**Run 1: clock wiring as the flow saved it**

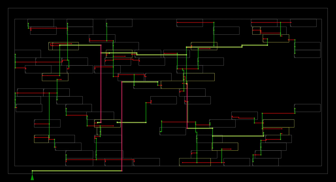
**Run 1: routed clock nets over the placement**

Scale bar: 20 microns.
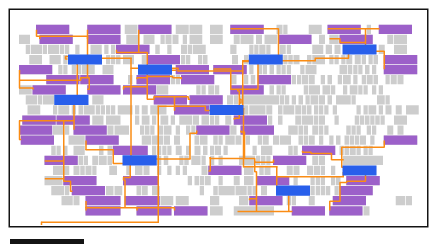
**Run 1: the metal 3 layer**

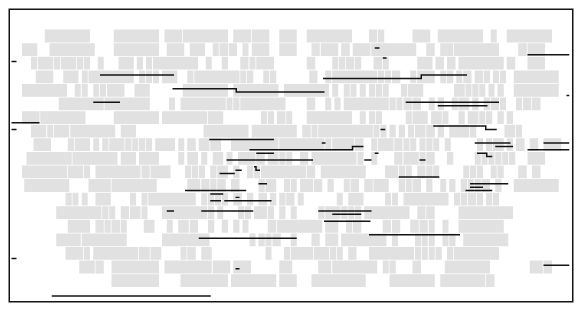
Design uart_rx, sky130hd; sources not shown.
==> deck_impl_summary.md, run 1 <==
Key Metrics from the Run

Synth
  – Top cell area share: 0.402
  – Count leader, synth: nand2_1
  – Ys async rst share: 1.00
  – Syn Area/Cell: 7.63 sq um
  – Commonest flop: dfrtp_1
  – EDFF count, synth: 0
  – Netlist Area Pre-Place: 3240 sq um
  – Cells after Synth: 424
  – Yosys cell types: 30
  – Top cells by area, synth: dfrtp_1 (40%), nand2_1 (16%), nand3_1 (7.1%)
  – Synth top cells by count: nand2_1 (139), dfrtp_1 (52), nand3_1 (46)
  – Number of cells in Yosys stat: 424
  – Register bit count reported by yosys: 59
  – Nets at Floorplan: 443
  – Synth warnings: 0

Placed design
  – DPL Wire Length: 5.09 mm
  – Port bufs: 26
  – Final GP Congestion: 0.915

Clocking
  – Root Buffer: clkbuf_16
  – CTS tree: built
  – Post-CTS Resized: 0
  – Clock buffer depth: 2
  – H-tree depth: 3
  – Post-CTS Hold Fix Bufs: 0
  – Post-CTS setup buffer count: 0
  – Clock transition at path regs: 50 ps

Setup path
  – WP buf/inv: 1
  – Crit-path max FO: 5
  – CP cell instances: nor2_1 > nand4_1 > clkdlybuf4s50_1
  – Largest stage delay, worst path: 610 ps
  – Launching element type of the critical path: flip-flop
  – Reg-to-reg slack, setup: 290 ps
  – Crit path DAT: 1720 ps
  – Slowest-stage cell, CP: clkdlybuf4s50_1
  – WP data required: 1980 ps
  – Critical path endpoint category: primary output
  – Reg2Reg Depth: 8
  – WS Path Type: flip-flop to primary output

Floorplan
  – Die footprint: 6550 sq um
  – Num rows: 19
  – Die W: 112 microns
  – Die Y: 58.2 microns
  – I/O Pins: 27
  – Core box area: 5590 sq um

Detailed routing
  – DR pass1 iterations: 6
  – Residual DRC: 0
  – Initial DRC count: 246
  – Final antenna-violating net count: 0

Final layout
  – Antenna cells: 0
  – Post-route cell area: 3900 sq um
  – Share of cells above drive strength 1: 0.124

Final timing
  – Slew margin rel.: 0.507
  – RSZ-0062 raised after global routing: no
  – Max Freq: 517 MHz
  – TNS Setup: 0 ps
  – Actual slew at the worst max-slew pin: 739 ps
  – Final period util: 0.880
  – Hold Vio Cnt, Final: 0
  – Tmin final: 1940 ps
  – Final setup fails: 0

GRT
  – Largest net degree at the start of global routing: 60
  – Initial antenna violation count: 0
  – Total global routing overflow: 0
  – GR Util met2: 0.416
  – Layer with the highest usage: met2
  – Tot GR Track Use: 0.253
  – Met1 Usage GRT: 0.315
  – First-pass GRT wire length: 12.8 mm
  – Number of global-route vias before repair: 2880

Job
  – Max_cap viols: 0
  – Tool warnings: 27

Power and ir drop
  – Peak supply drop: 0.000717 V
  – Power per cell area: 795 nW/um^2
  – Leakage: 0.00191 uW

Outcome
  – Status: completed
## Picture notes: 'clock wiring as the flow saved it'
clock sinks: 59
number of CTS-inserted buffers: 9
clk_skew: 9.06 ps
clk_lat worst skew: 330 ps
num sequential: 59

## Picture notes: 'routed clock nets over the placement'
[clock wires] orange | length: 788 microns
[flip-flops] purple | count: 59
[clock-net drivers] blue | count: 9
flops lie: all over the die
routed clock nets: 10
clock network fraction of total power: 0.520
Clk power: 1610 uW

## Picture notes: 'the metal 3 layer'
wire length on this layer: 388 microns
longest straight run: 31.5 microns
share of all routed wire: 5.3%
GRT met3 Usage: 0.0910
Routed WL: 7.29 mm
total number of vias: 2903

[run 1: routing by layer]
metal,share of wire,vias to the layer above
met3,0.053,15
li1,-,1422
met1,0.46,1384
met5,0,-
met2,0.47,82
met4,0.018,0
[run 1: per-stage QoR]
stage / total power [uW] / std cells / util / hold WS, ps / setup WS, ps
3_5_place_dp: 1500 / 517 / 0.636 / 414 / 227
4_1_cts: 3120 / 533 / 0.698 / 73.4 / 253
6_report: 3100 / 533 / 0.698 / 41.1 / 265
2_1_floorplan: 1370 / 424 / - / -75.6 / 642
5_1_grt: 3220 / 533 / 0.698 / 123 / 134
3_3_place_gp: 1490 / 517 / 0.636 / 406 / 303
[run 1: logic make-up after synthesis]
logic type               Yosys count  share of synthesized area
buffers and inverters             56                     0.0719
AND-OR/OR-AND                     40                     0.0823
XOR/XNOR                          12                     0.0325
adder cells (fa/ha/maj)            4                     0.0155
flip-flops                        59                      0.459
AND/OR/NAND/NOR                  253                      0.339
[run 1: layout make-up]
type | count | area, sq um | area share
Clock buffer | 12 | 246 | 0.0632
Tap cell | 73 | 91.3 | 0.0234
Timing Repair Buffer | 30 | 285 | 0.0732
Sequential cell | 59 | 1490 | 0.381
Multi-Input combinational cell | 309 | 1520 | 0.390
Clock inverter | 4 | 97.6 | 0.0250
Inverter | 46 | 173 | 0.0443
[run 1: where the power goes]
group | total, uW | switching (uW) | internal [uW]
combinational | 338 | 225 | 113
clock | 1610 | 474 | 1140
sequential | 1150 | 22.4 | 1130
total | 3100 | 722 | 2380
[run 1: cells in the final DEF, fill, tap and decap left out, types with 3 or more instances in the layout]
| master | instances |
|---|---|
| nand2_1 | 139 |
| dfrtp_1 | 52 |
| nand3_1 | 46 |
| inv_1 | 40 |
| nor2_1 | 38 |
| clkdlybuf4s50_1 | 25 |
| o21ai_0 | 17 |
| o21ai_2 | 15 |
| nand4_1 | 13 |
| xor2_1 | 10 |
| clkbuf_16 | 9 |
| dfstp_2 | 7 |
| nor3_1 | 5 |
| or2_2 | 5 |
| inv_2 | 5 |
| nand2_4 | 4 |
| ha_1 | 4 |
| buf_4 | 4 |
| o31ai_1 | 3 |
| bufinv_16 | 3 |
==> run 1 -> run 2 <==
- SKIP_LAST_GASP: unset -> 1
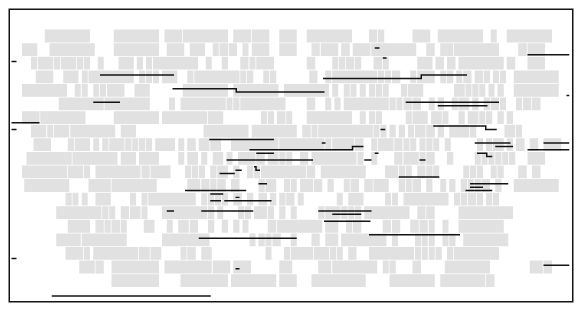
**Above:** run 2 (the metal 3 layer).
main direction: horizontal
wire length on this layer: 388 microns
longest straight run: 31.5 microns
nets with wire on the layer: 39

==> deck_impl_summary.md, run 2 <==
Key Metrics from the Run

Job
  – Max_cap viols: 0 (unchanged)
  – Tool warnings: 27 (unchanged)

GRT
  – Tot GR Track Use: 0.253 (unchanged)
  – Largest net degree at the start of global routing: 60 (unchanged)
  – Number of global-route vias before repair: 2880 (unchanged)

Synth
  – Nets at Floorplan: 443 (unchanged)
  – Top cells by area, synth: dfrtp_1 (40%), nand2_1 (16%), nand3_1 (7.1%) (unchanged)
  – Dominant combinational family: simple AND/OR/NAND/NOR gates (unchanged)
  – Adder-cell share of the synthesized area: 0.0155 (unchanged)
  – Cells after Synth: 424 (unchanged)
  – MUX share of area: 0 (unchanged)
  – Synth warnings: 0 (unchanged)
  – Number of cells in Yosys stat: 424 (unchanged)
  – EDFF count, synth: 0 (unchanged)
  – Synth Area in XOR/XNOR: 0.0325 (unchanged)
  – Simple-gate area share of the yosys netlist: 0.339 (unchanged)
  – Commonest flop: dfrtp_1 (unchanged)

Final timing
  – Final setup fails: 0 (unchanged)
  – Max Freq: 517 MHz (unchanged)
  – Clk_skew: 9.06 ps (unchanged)
  – TNS Setup: 0 ps (unchanged)
  – Slew margin rel.: 0.507 (unchanged)
  – Final period util: 0.880 (unchanged)
  – Actual slew at the worst max-slew pin: 739 ps (unchanged)
  – Hold Vio Cnt, Final: 0 (unchanged)
  – Tmin final: 1940 ps (unchanged)

Detailed routing
  – Residual DRC: 0 (unchanged)
  – Initial DRC count: 246 (unchanged)
  – DR pass1 iterations: 6 (unchanged)
  – Routed WL: 7.29 mm (unchanged)

Setup path
  – Critical path endpoint category: primary output (unchanged)
  – Crit path DAT: 1720 ps (about the same)
  – CP cell instances: nor2_1 > nand4_1 > clkdlybuf4s50_1 (unchanged)
  – Largest stage delay, worst path: 610 ps (about the same)
  – WP buf/inv: 1 (unchanged)
  – Launching element type of the critical path: flip-flop (unchanged)

Placed design
  – Placed insts: 517 (unchanged)
  – Final GP Congestion: 0.915 (unchanged)
  – Port bufs: 26 (unchanged)

Power and ir drop
  – Comb pwr share: 0.109 (about the same)
  – Leakage: 0.00191 uW (unchanged)
  – Switching share of power: 0.233 (unchanged)
  – P_int: 2380 uW (unchanged)
  – Sequential power share: 0.371 (about the same)
  – Final Power: 3100 uW (unchanged)

Clocking
  – Clock transition at path regs: 50 ps (about the same)
  – Number of CTS-inserted buffers: 9 (unchanged)
  – Clock sinks: 59 (unchanged)
  – Post-CTS Resized: 0 (unchanged)
  – Clk_lat worst skew: 330 ps (about the same)
  – Post-CTS setup buffer count: 0 (unchanged)

Final layout
  – Non-Filler Instances: 533 (unchanged)
  – Post-route cell area: 3900 sq um (unchanged)
  – Util after Layout: 0.698 (unchanged)

Floorplan
  – Num rows: 19 (unchanged)
  – I/O Pins: 27 (unchanged)

Outcome
  – Status: completed (unchanged)
-- run 2: cell families (layout without fill, tap and decap cells) --
family | count (synthesis) | after routing
compound gates | 40 | 40
xor+xnor | 12 | 12
fa+ha+maj | 4 | 4
buf+inv | 56 | 92
flops | 59 | 59
simple gates | 253 | 253
-- run 2: metrics by stage --
step / setup slack, ps / hold WS (ps)
after global routing: 134 / 123
final: 265 / 41.1
after detailed placement: 227 / 414
after global placement: 303 / 406
after CTS: 253 / 73.4
after floorplan: 642 / -75.6
-- run 2: layer usage --
layer | global-route usage | vias up | part of all wire
li1 | - | 1422 | -
met2 | 0.416 | 82 | 0.47
met1 | 0.315 | 1384 | 0.46
met5 | 0 | - | 0
met4 | 0.0906 | 0 | 0.018
met3 | 0.0910 | 15 | 0.053
-- run 2: power groups by stage --
stage,combinational [uW],sequential [uW],clock (uW)
finish,338,1150,1610
detailed placement,337,1170,0
global route,378,1150,1690
global placement,328,1160,0
CTS,339,1150,1630
floorplan,203,1170,0
-- run 2: layout make-up --
| class | instances | area (sq um) |
|---|---|---|
| inverters | 46 | 173 |
| repair buffers | 30 | 285 |
| multi-input cells | 309 | 1520 |
| clock buffers | 12 | 246 |
| fillers | 440 | 1690 |
| flip-flops and latches | 59 | 1490 |
| well taps | 73 | 91.3 |
| clock inverters | 4 | 97.6 |
-- run 2: worst register-to-register path, stage by stage, from the launching register on --
cell and delay, ps:
dfstp_2 550, nor2_1 50, nand2_1 150, clkinv_1 290, nor2_1 210, nand3_1 130
inv_1 250, nand2_1 120, nand2_1 90
Power is estimated from default activity; no workload was simulated.
